[src/rtl/ascii_msg_sequencer_if.sv]
// Character-bus interface for ascii_msg_sequencer: control inputs from the
// host side and the registered character stream back to it.
interface ascii_msg_sequencer_if #(
    parameter int DIV_W = 16,
    parameter int IDX_W = 4
);
    logic             ena;
    logic             start;
    logic             hold;
    logic [1:0]       msg_sel;
    logic [1:0]       mode;
    logic [DIV_W-1:0] div;
    logic [7:0]       char_out;
    logic             char_valid;
    logic [IDX_W-1:0] char_idx;
    logic             busy;
    logic             done;

    modport master (
        output ena, start, hold, msg_sel, mode, div,
        input  char_out, char_valid, char_idx, busy, done
    );

    modport slave (
        input  ena, start, hold, msg_sel, mode, div,
        output char_out, char_valid, char_idx, busy, done
    );
endinterface

[src/rtl/ascii_msg_sequencer.sv]
// ascii_msg_sequencer: streams one of four fixed ASCII messages, one
// character per (div+1) cycles, in loop, one-shot, ping-pong or reverse
// order. Message and mode selects are only sampled at start and at pass
// boundaries so a pass is never torn between two messages.
module ascii_msg_sequencer #(
    parameter int DIV_W = 16,
    parameter int IDX_W = 4
) (
    input  logic                clk,
    input  logic                rst_n,
    ascii_msg_sequencer_if.slave bus
);

    localparam logic [0:0] ST_IDLE = 1'b0;
    localparam logic [0:0] ST_RUN  = 1'b1;

    localparam logic [1:0] MODE_FWD  = 2'b00;
    localparam logic [1:0] MODE_ONE  = 2'b01;
    localparam logic [1:0] MODE_PING = 2'b10;
    localparam logic [1:0] MODE_REV  = 2'b11;

    // First character sits in the most significant byte of each string.
    localparam logic [8*9-1:0]  MSG0 = "Guatemala";
    localparam logic [8*7-1:0]  MSG1 = "Quetzal";
    localparam logic [8*6-1:0]  MSG2 = "Zacapa";
    localparam logic [8*13-1:0] MSG3 = "Soy de Zacapa";

    function automatic logic [IDX_W-1:0] msg_len(input logic [1:0] sel);
        case (sel)
            2'd0:    msg_len = IDX_W'(9);
            2'd1:    msg_len = IDX_W'(7);
            2'd2:    msg_len = IDX_W'(6);
            default: msg_len = IDX_W'(13);
        endcase
    endfunction

    function automatic logic [7:0] rom_char(input logic [1:0] sel, input logic [IDX_W-1:0] idx);
        int p;
        p        = int'(idx);
        rom_char = 8'h00;
        case (sel)
            2'd0:    if (p < 9)  rom_char = MSG0[8*(8-p)  +: 8];
            2'd1:    if (p < 7)  rom_char = MSG1[8*(6-p)  +: 8];
            2'd2:    if (p < 6)  rom_char = MSG2[8*(5-p)  +: 8];
            default: if (p < 13) rom_char = MSG3[8*(12-p) +: 8];
        endcase
    endfunction

    logic [0:0]       r_state;
    logic [1:0]       r_sel;
    logic [1:0]       r_mode;
    logic [DIV_W-1:0] r_cnt;
    logic [IDX_W-1:0] r_next;
    logic             r_down;
    logic [7:0]       r_char;
    logic [IDX_W-1:0] r_idx;
    logic             r_valid;
    logic             r_done;

    logic             w_frozen;
    logic             w_tick;
    logic [IDX_W-1:0] w_start_in;
    logic [IDX_W-1:0] w_last;
    logic [IDX_W-1:0] w_next_adv;
    logic             w_down_adv;
    logic             w_boundary;
    logic             w_finish;

    assign w_frozen = !bus.ena || bus.hold;
    assign w_tick   = (r_cnt == bus.div);
    assign w_last   = msg_len(r_sel) - IDX_W'(1);

    // Start index for a pass, taken from the live selects (used at start and at the boundary).
    assign w_start_in = (bus.mode == MODE_REV) ? (msg_len(bus.msg_sel) - IDX_W'(1)) : '0;

    // Next-index sequencing for the currently latched mode.
    always_comb begin
        // NOTE: every output gets a default first so no path leaves one unassigned (no latch).
        w_next_adv = r_next;
        w_down_adv = r_down;
        w_boundary = 1'b0;
        w_finish   = 1'b0;
        case (r_mode)
            MODE_FWD: begin
                if (r_next == w_last) w_boundary = 1'b1;
                else                  w_next_adv = r_next + IDX_W'(1);
            end
            MODE_ONE: begin
                if (r_next == w_last) begin
                    w_finish   = 1'b1;
                    w_next_adv = '0;
                end else begin
                    w_next_adv = r_next + IDX_W'(1);
                end
            end
            MODE_PING: begin
                if (!r_down) begin
                    if (r_next == w_last) begin
                        w_down_adv = 1'b1;
                        w_next_adv = r_next - IDX_W'(1);
                    end else begin
                        w_next_adv = r_next + IDX_W'(1);
                    end
                end else if (r_next == IDX_W'(1)) begin
                    w_boundary = 1'b1;
                end else begin
                    w_next_adv = r_next - IDX_W'(1);
                end
            end
            default: begin
                if (r_next == '0) w_boundary = 1'b1;
                else              w_next_adv = r_next - IDX_W'(1);
            end
        endcase
        if (w_boundary) begin
            w_next_adv = w_start_in;
            w_down_adv = 1'b0;
        end
    end

    // Control FSM, prescaler and registered character outputs.
    always_ff @(posedge clk or negedge rst_n) begin
        if (!rst_n) begin
            r_state <= ST_IDLE;
            r_sel   <= 2'd0;
            r_mode  <= MODE_FWD;
            r_cnt   <= '0;
            r_next  <= '0;
            r_down  <= 1'b0;
            r_char  <= 8'h00;
            r_idx   <= '0;
            r_valid <= 1'b0;
            r_done  <= 1'b0;
        end else begin
            // NOTE: non-blocking assignments so every register samples pre-edge values.
            r_valid <= 1'b0;
            r_done  <= 1'b0;
            if (!w_frozen) begin
                if (bus.start) begin
                    r_state <= ST_RUN;
                    r_sel   <= bus.msg_sel;
                    r_mode  <= bus.mode;
                    r_cnt   <= '0;
                    r_next  <= w_start_in;
                    r_down  <= 1'b0;
                end else if (r_state == ST_RUN) begin
                    if (w_tick) begin
                        r_cnt   <= '0;
                        r_char  <= rom_char(r_sel, r_next);
                        r_idx   <= r_next;
                        r_valid <= 1'b1;
                        r_next  <= w_next_adv;
                        r_down  <= w_down_adv;
                        if (w_boundary) begin
                            r_sel  <= bus.msg_sel;
                            r_mode <= bus.mode;
                        end
                        if (w_finish) begin
                            r_done  <= 1'b1;
                            r_state <= ST_IDLE;
                        end
                    end else begin
                        r_cnt <= r_cnt + DIV_W'(1);
                    end
                end
            end
        end
    end

    assign bus.char_out   = r_char;
    assign bus.char_valid = r_valid;
    assign bus.char_idx   = r_idx;
    assign bus.busy       = (r_state == ST_RUN);
    assign bus.done       = r_done;

endmodule

[src/flat_wrapper.sv]
// flat-port wrapper written by rule: the top's interface ports become plain ports
module ascii_msg_sequencer_flat 
#(
    parameter int DIV_W = 16,
    parameter int IDX_W = 4
)
  (clk, rst_n, bus_ena, bus_start, bus_hold, bus_msg_sel, bus_mode, bus_div, bus_char_out, bus_char_valid, bus_char_idx, bus_busy, bus_done);
  ascii_msg_sequencer_if #(.DIV_W(DIV_W), .IDX_W(IDX_W)) bus_i ();
  input  logic clk;
  input  logic rst_n;
  input wire logic [$bits(bus_i.ena)-1:0] bus_ena;
  input wire logic [$bits(bus_i.start)-1:0] bus_start;
  input wire logic [$bits(bus_i.hold)-1:0] bus_hold;
  input wire logic [$bits(bus_i.msg_sel)-1:0] bus_msg_sel;
  input wire logic [$bits(bus_i.mode)-1:0] bus_mode;
  input wire logic [$bits(bus_i.div)-1:0] bus_div;
  output wire logic [$bits(bus_i.char_out)-1:0] bus_char_out;
  output wire logic [$bits(bus_i.char_valid)-1:0] bus_char_valid;
  output wire logic [$bits(bus_i.char_idx)-1:0] bus_char_idx;
  output wire logic [$bits(bus_i.busy)-1:0] bus_busy;
  output wire logic [$bits(bus_i.done)-1:0] bus_done;
  assign bus_i.ena = bus_ena;
  assign bus_i.start = bus_start;
  assign bus_i.hold = bus_hold;
  assign bus_i.msg_sel = bus_msg_sel;
  assign bus_i.mode = bus_mode;
  assign bus_i.div = bus_div;
  assign bus_char_out = bus_i.char_out;
  assign bus_char_valid = bus_i.char_valid;
  assign bus_char_idx = bus_i.char_idx;
  assign bus_busy = bus_i.busy;
  assign bus_done = bus_i.done;
  ascii_msg_sequencer #(.DIV_W(DIV_W), .IDX_W(IDX_W)) u_core (.clk(clk), .rst_n(rst_n), .bus(bus_i));
endmodule
[config.mk]
export PLATFORM = sky130hd
export DESIGN_NAME = ascii_msg_sequencer_flat
export DESIGN_NICKNAME = d
export VERILOG_FILES = /design/src/rtl/ascii_msg_sequencer_if.sv /design/src/rtl/ascii_msg_sequencer.sv /design/src/flat_wrapper.sv
export SDC_FILE = /design/constraint.sdc
export NUM_CORES = 1
export LEC_CHECK = 0
export CORE_UTILIZATION = 25
export CTS_CLUSTER_SIZE = 16
export DETAILED_ROUTE_END_ITERATION = 12
export HOLD_SLACK_MARGIN = 0.08
export RECOVER_POWER = 50
export SLEW_MARGIN = 20
export SYNTH_ARGS = -nofsm -noshare
export SYNTH_HDL_FRONTEND = slang
export SYNTH_SLANG_ARGS = --single-unit
[constraint.sdc]
create_clock -name clk -period 3.8 [get_ports clk]
set_clock_uncertainty 0.05 [all_clocks]
set_input_delay 0.57 -clock clk [delete_from_list [all_inputs] [get_ports clk]]
set_output_delay 0.57 -clock clk [all_outputs]
set_load 0.01 [all_outputs]
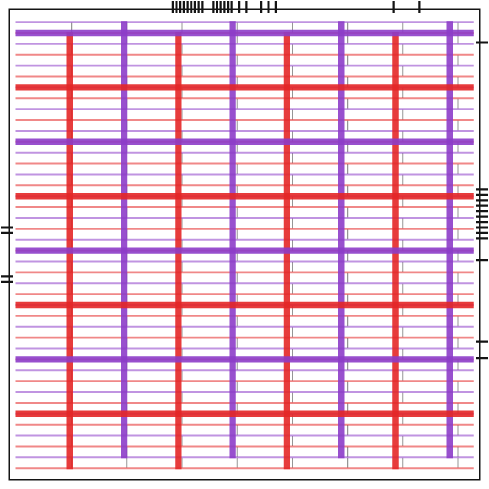
Figure 1: run 1, floorplan with the power grid.
Drawn at 4 px/µm. Pins as bars on the die edge. Tap cells in grey.
purple -> VDD
red -> VSS
signal pins = 40
met1 rails = 42
met4 straps = 8
met5 straps = 8
core area: 12770 µm²
Die Span Y: 117.3 µm
die width: 117.3 µm
maximum vdd ir drop: 0.1989 mV

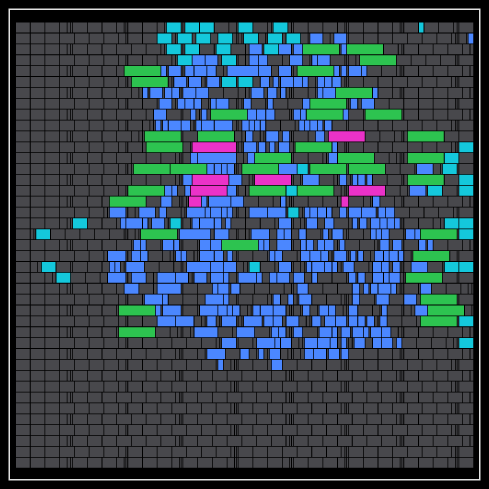
Figure 2: run 1, cell classes on the final placement.
Drawn at 4 px/µm. Fill, decap, tap and diode cells in grey.
magenta -> clock drivers and dummy loads  # cells 8, share of their area 4.5%
green -> sequential cells  # cells 39, share of their area 26%
cyan -> remaining buffers and delay cells  # cells 43, share of their area 11%
blue -> combinational and other logic  # cells 329, share of their area 59%

==> job_summary.md, run 1 <==
### Yosys + OpenROAD results

| Metric | Value |
|---|---|
| Antenna diodes | `0` |
| Worst r2r path cells | `8` |
| # fillers | `1307` |
| Kind of critical path | `register to register` |
| Min-delay src | `u_core.bus.char_idx[0]` |
| Net switching fraction of the power | `45.42%` |
| Final Cell Area | `3984 µm²` |
| Failing checks | `max-capacitance violations, max-slew violations` |
| Slew Limit Fails | `40` |
| CP Depth | `8` |
| Crit path largest cell delay | `0.76 ns` |
| Avg WL per Cell | `14.36 µm` |
| Final setup TNS | `0 ns` |
| Non-clock buffer share of cell area | `10.33%` |
| Slew headroom | `-41.21%` |
| Initial antenna violation count | `0` |
| Worst r2r dst | `u_core.bus.char_out[2]` |
| Max-Cap Viols | `1` |
| RSZ-0062 raised after global routing | `no` |
| Biggest area cells | `dfrtp_1 29%, ha_1 7.5%, xnor2_1 7.1%, nor2_1 4.7%, o21ai_0 3.6%` |
| WHS | `0.4260 ns` |
| Non-clock inverter instance count of the final layout | `18` |
| CTS tree | `done` |
| First-pass GRT wire length | `14.08 mm` |
| Cells after Synth | `394` |
| Gate Area | `2145 µm²` |
| Logic pwr share | `55.3%` |
| Placed Area | `3816 µm²` |
| Status | `complete, but fails checks` |
| Seq share, synth | `29.38%` |
| H-tree levels | `2` |
| Post-synth top area share | `29.38%` |
| Multi-input gates | `311` |
| Pre-CTS WS | `0.7321 ns` |
| Clk buf depth | `2` |
| Crit end category | `register` |
| RD Place Congestion | `0.8705` |
| Yosys chip area | `3322 µm²` |
| Crit Reg-Reg Startpoint | `u_core.r_next[1]` |
| CP required | `3.92 ns` |
| Synthesis-to-finish area growth | `19.92%` |
| Critical-path cell list | `inv_1, ha_1, nor2_1, o21a_1, o21ai_0, o21bai_1, a21oi_1, o22a_1` |
| Final hold viol count | `0` |
| CTS sink cnt | `39` |
| Non-Filler Instances | `591` |
| Most frequent logic cell in the layout | `nor2_1` |
| Startpoint Class | `register` |
| Syn_nets | `439` |
| Simple-Gate Area Share | `21.36%` |
| First DRT Iteration DRCs | `194` |
| Design Power | `2230 µW` |
| CP max FO | `18` |
| Synth warnings | `0` |
| Setup ws final | `0.8074 ns` |
| Synth area leader | `dfrtp_1` |
| Final core occ | `31.19%` |
| Nets | `463` |
| Largest delay contributor family on the critical path | `AND-OR/OR-AND gates` |
| Psw | `1013 µW` |
| Async set-or-reset flop fraction in the synthesized netlist | `100.0%` |
| Io pins | `40` |
| Fmax | `334.2 MHz` |
| Crit share post-route | `78.75%` |
| Num CTS Buffers | `5` |
| Critical Path End | `u_core.bus.char_out[2]` |
| Post-CTS setup buffers | `0` |
| Largest net degree at the start of global routing | `40` |
| Comb area leader | `AND-OR/OR-AND gates` |
| Worst Tran Pin Value | `2.118 ns` |
| Reg2reg setup slack | `0.81 ns` |
| Leak | `0.001585 µW` |
| Worst EP arrival | `3.11 ns` |
| CP bufs+invs | `1` |
| Internal | `1217 µW` |
| DRT antenna net count | `0` |
| Clock transition at the registers of the reported paths | `0.06 ns` |
| Largest class | `combinational gates` |
| Largest Register | `u_core.r_cnt` |
| Post-cts gate resize count | `0` |
| Register area | `975.9 µm²` |
| DP Wirelength | `6.327 mm` |
| Final WL | `8.489 mm` |
| Max reg flops | `16` |
| Share of layout cells above drive strength 1 | `5.728%` |
| Final-report setup violation count | `0` |
| Top Layout Cells | `42 x nor2_1, 39 x dfrtp_1, 30 x clkdlybuf4s50_1, 29 x nand2_1, 27 x xnor2_1` |
| Post-synth regs | `39` |
| Total GRT Usage | `12.83%` |
| Crit path launch | `u_core.r_next[1]` |
| DR pass1 iterations | `5` |
| CLK BUF | `5` |
| WHS Path Cells | `1` |
| Post-route minimum period | `2.993 ns` |
| Register share of the cell area | `24.50%` |
| Combinational power | `1230 µW` |
| Hold Path Class | `register to register` |
| Mux area share | `2.938%` |
| FA/HA/MAJ Cells, Area Fraction | `7.533%` |
| Clock network area share | `4.240%` |
| Tool warnings | `40` |
| Grt total ovfl | `0` |
| Rows | `41` |
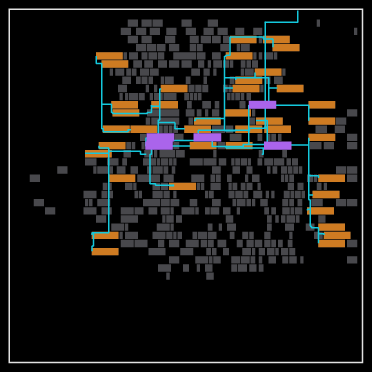
Figure 3: run 1, clock network drawn from the DEF.
Drawn at 3 px/µm.
purple -> clock drivers  # count 5
cyan -> clock wires  # length 536 µm
orange -> flip-flops  # count 39
routed clock nets = 6
Late-Pin Clk Latency: 0.28 ns
Clk pwr share: 21.5%
Clk power: 479 µW

-- run 1: worst reg2reg max path, delay by kind of cell (launching register included) --
family | cells | cell delay (ns)
compound gates | 5 | 0.87
fa+ha+maj | 1 | 0.76
flops | 1 | 0.67
buf+inv | 1 | 0.32
simple gates | 1 | 0.21
-- run 1: synth_stat cells (7+ instances only) --
master,instances
nand4_1,9
buf_2,7
xor2_1,10
nor3_1,9
a21oi_1,17
xnor2_1,27
nor2_1,42
dfrtp_1,39
inv_1,17
a31oi_1,11
nand3_1,14
nand2_1,29
clkbuf_1,10
nand2b_1,7
o21ai_0,24
ha_1,20
-- run 1: per-layer routing --
metal | track usage (%) | share of wire, %
met5 | 0 | 0
met4 | 2.954 | 1.0
met3 | 2.111 | 6.0
met2 | 20.04 | 45
met1 | 18.40 | 48
==> run 1 -> run 2 <==
Clock period 3.8 ns to 2.85 ns, I/O delays scaled along.
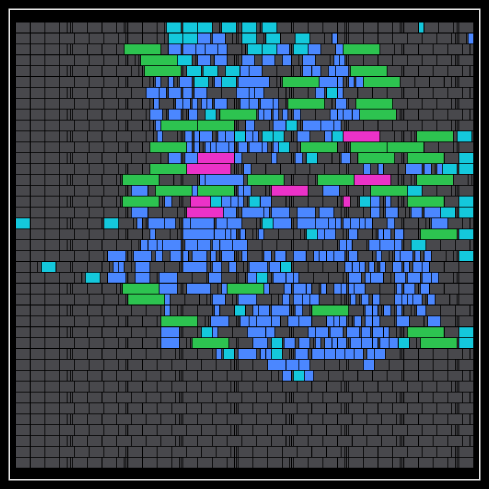
Figure 4: run 2, cell classes on the final placement.
Drawn at 4 px/µm. Fill, decap, tap and diode cells in grey.
green -> sequential cells  # cells 39, share of their area 25%
magenta -> clock drivers and dummy loads  # cells 8, share of their area 4.4%
blue -> combinational and other logic  # cells 329, share of their area 57%
cyan -> remaining buffers and delay cells  # cells 61, share of their area 14%
final core occ: 32.29%
Rows: 41
Final Cell Area: 4124 µm²
register share of the cell area: 23.67%

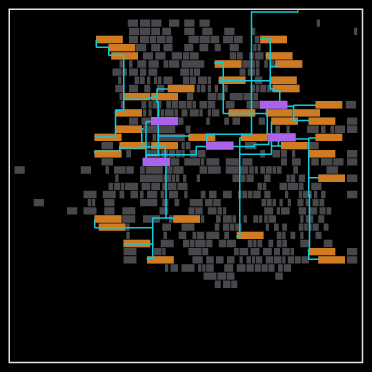
Figure 5: run 2, clock network drawn from the DEF.
Drawn at 3 px/µm.
cyan -> clock wires  # length 593 µm
purple -> clock drivers  # count 5
orange -> flip-flops  # count 39
routed clock nets = 6

==> run 2 against run 1 <==
- the flow still finishes with violations (max-capacitance violations, max-slew violations)
- non-clock buffer count increased by 18
- design area increased by 3.5%
- flip-flop count unchanged
- register-to-register slack worse by 0.54 ns
- total power grew 38%
- sequential power increased by 33%
- count of clock-buffer cells in the layout grew 1
- largest power group unchanged
- first-iteration DRC count is 59% higher
- critical endpoint is now u_core.bus.char_out[6]
- die size is the same
==> job_summary.md, run 2 <==
### Yosys + OpenROAD results

| Metric | Value |
|---|---|
| Metal-1 WL | `4.247 mm (was 4.050 mm)` |
| Die width | `117.3 µm (unchanged)` |
| Post-cts gate resize count | `0 (unchanged)` |
| Share of layout cells above drive strength 1 | `9.611% (was 5.728%)` |
| WHS | `0.4276 ns (was 0.4260 ns)` |
| Grt total ovfl | `0 (unchanged)` |
| Status | `complete, but fails checks (unchanged)` |
| Biggest area cells | `dfrtp_1 29%, ha_1 7.5%, xnor2_1 7.1%, nor2_1 4.7%, o21ai_0 3.6% (unchanged)` |
| Yosys top cell by instances | `nor2_1 (unchanged)` |
| Final setup TNS | `0 ns (unchanged)` |
| Nets | `481 (was 463)` |
| Tap cell count | `172 (unchanged)` |
| Max-Cap Viols | `1 (unchanged)` |
| First-pass GRT wire length | `15.06 mm (was 14.08 mm)` |
| Non-clock inverter instance count of the final layout | `18 (unchanged)` |
| Clk buf depth | `2 (unchanged)` |
| Cells after Synth | `394 (unchanged)` |
| Late-Pin Clk Latency | `0.28 ns (about the same)` |
| Avg WL per Cell | `14.96 µm (was 14.36 µm)` |
| Psw | `1377 µW (was 1013 µW)` |
| DRT antenna net count | `0 (unchanged)` |
| CTS sink cnt | `39 (unchanged)` |
| First DRT Iteration DRCs | `308 (was 194)` |
| Largest net degree at the start of global routing | `40 (unchanged)` |
| Maximum vdd ir drop | `0.2616 mV (was 0.1989 mV)` |
| Synth area leader | `dfrtp_1 (unchanged)` |
| RSZ-0062 raised after global routing | `no (unchanged)` |
| Metal3 WL | `489 µm (was 510 µm)` |
| Logic pwr share | `56.4% (was 55.3%)` |
| Largest class | `combinational gates (unchanged)` |
| Final WL | `9.111 mm (was 8.489 mm)` |
| Fmax | `387.6 MHz (was 334.2 MHz)` |
| Tool warnings | `40 (unchanged)` |
| Met2 Track Usage GR | `21.41% (was 20.04%)` |
| CP required | `2.96 ns (was 3.92 ns)` |
| Post-synth top area share | `29.38% (unchanged)` |
| Startpoint Class | `register (unchanged)` |
| Metal2 WL | `4.211 mm (was 3.840 mm)` |
| RD Place Congestion | `0.8979 (was 0.8705)` |
| Hold Path Class | `register to register (unchanged)` |
| Largest Register | `u_core.r_cnt (unchanged)` |
| # fillers | `1286 (was 1307)` |
| Final hold viol count | `0 (unchanged)` |
| Clock transition at the registers of the reported paths | `0.06 ns (about the same)` |
| Kind of critical path | `register to register (unchanged)` |
| CTS tree | `done (unchanged)` |
| Total GRT Usage | `13.77% (was 12.83%)` |
| Syn_nets | `439 (unchanged)` |
| Crit end category | `register (unchanged)` |
| Aoi share | `21.88% (unchanged)` |
| Flop count | `39 (unchanged)` |
| Synthesis-to-finish area growth | `24.14% (was 19.92%)` |
| Seq share, synth | `29.38% (unchanged)` |
| Clk power | `658 µW (was 479 µW)` |
| H-tree levels | `2 (unchanged)` |
| Synth warnings | `0 (unchanged)` |
| Slew headroom | `-49.22% (was -41.21%)` |
| Yosys xor share | `10.73% (unchanged)` |
| Io pins | `40 (unchanged)` |
| Num CTS Buffers | `5 (unchanged)` |
| Yosys chip area | `3322 µm² (unchanged)` |
| Antenna diodes | `0 (unchanged)` |
| Non-clock buffer share of cell area | `13.26% (was 10.33%)` |
| CP bufs+invs | `1 (unchanged)` |
| Worst EP arrival | `2.69 ns (was 3.11 ns)` |
| Pre-CTS WS | `0.2780 ns (was 0.7321 ns)` |
| FA/HA/MAJ Cells, Area Fraction | `7.533% (unchanged)` |
| Post-synth regs | `39 (unchanged)` |
| Mux area share | `2.938% (unchanged)` |
| Simple-Gate Area Share | `21.36% (unchanged)` |
| Internal | `1708 µW (was 1217 µW)` |
| Failing checks | `max-capacitance violations, max-slew violations (unchanged)` |
| GRT met1 Usage | `19.15% (was 18.40%)` |
| Combinational power | `1740 µW (was 1230 µW)` |
| Async set-or-reset flop fraction in the synthesized netlist | `100.0% (unchanged)` |
| Worst Tran Pin Value | `2.238 ns (was 2.118 ns)` |
| Highest routed layer | `met4 (unchanged)` |
| Leak | `0.001676 µW (was 0.001585 µW)` |
| Clock network area share | `4.217% (was 4.240%)` |
| Top Layout Cells | `42 x nor2_1, 39 x dfrtp_1, 31 x clkdlybuf4s50_1, 29 x nand2_1, 27 x xnor2_1 (was 42 x nor2_1, 39 x dfrtp_1, 30 x clkdlybuf4s50_1, 29 x nand2_1, 27 x xnor2_1)` |
| Post-route minimum period | `2.580 ns (was 2.993 ns)` |
| Critical-path cell list | `inv_1, ha_1, nor2_1, o21a_1, o21ai_0, a31oi_1, a31oi_1, a21oi_1 (was inv_1, ha_1, nor2_1, o21a_1, o21ai_0, o21bai_1, a21oi_1, o22a_1)` |
| Die Span Y | `117.3 µm (unchanged)` |
| Initial antenna violation count | `0 (unchanged)` |
| Largest delay contributor family on the critical path | `AND-OR/OR-AND gates (unchanged)` |
| Met3 Track Usage GR | `2.266% (was 2.111%)` |
| Comb area leader | `AND-OR/OR-AND gates (unchanged)` |
| Design Power | `3085 µW (was 2230 µW)` |
| Multi-input gates | `311 (unchanged)` |
| Busiest grt layer | `met2 (unchanged)` |
| Net switching fraction of the power | `44.64% (was 45.42%)` |
| Register area | `975.9 µm² (unchanged)` |
| Slew Limit Fails | `40 (unchanged)` |
| Setup ws final | `0.2699 ns (was 0.8074 ns)` |
| DP Wirelength | `6.739 mm (was 6.327 mm)` |
| Crit path largest cell delay | `0.59 ns (was 0.76 ns)` |
| Gate Area | `2145 µm² (unchanged)` |
| CP max FO | `11 (was 18)` |
| Clk pwr share | `21.3% (was 21.5%)` |
==> run 2: cell counts after synthesis <==
No cell type changed its count.
==> run 2: worst paths after layout <==
| check | depth (start not counted) | start | to | slack, ns |
|---|---|---|---|---|
| setup reg to reg | 8 | u_core.r_next[1] | u_core.bus.char_out[6] | 0.27 |
| setup / recovery | 8 | u_core.r_next[1] | u_core.bus.char_out[6] | 0.27 |
| max in group asynchronous | 1 | rst_n | u_core.r_sel[1] | 0.71 |
| hold reg to reg | 1 | u_core.bus.char_idx[2] | u_core.bus.char_idx[2] | 0.43 |
| min in group asynchronous | 1 | rst_n | u_core.r_cnt[13] | 0.76 |
| hold / removal | 1 | u_core.bus.char_idx[2] | u_core.bus.char_idx[2] | 0.43 |
Power is estimated from default activity; no workload was simulated.
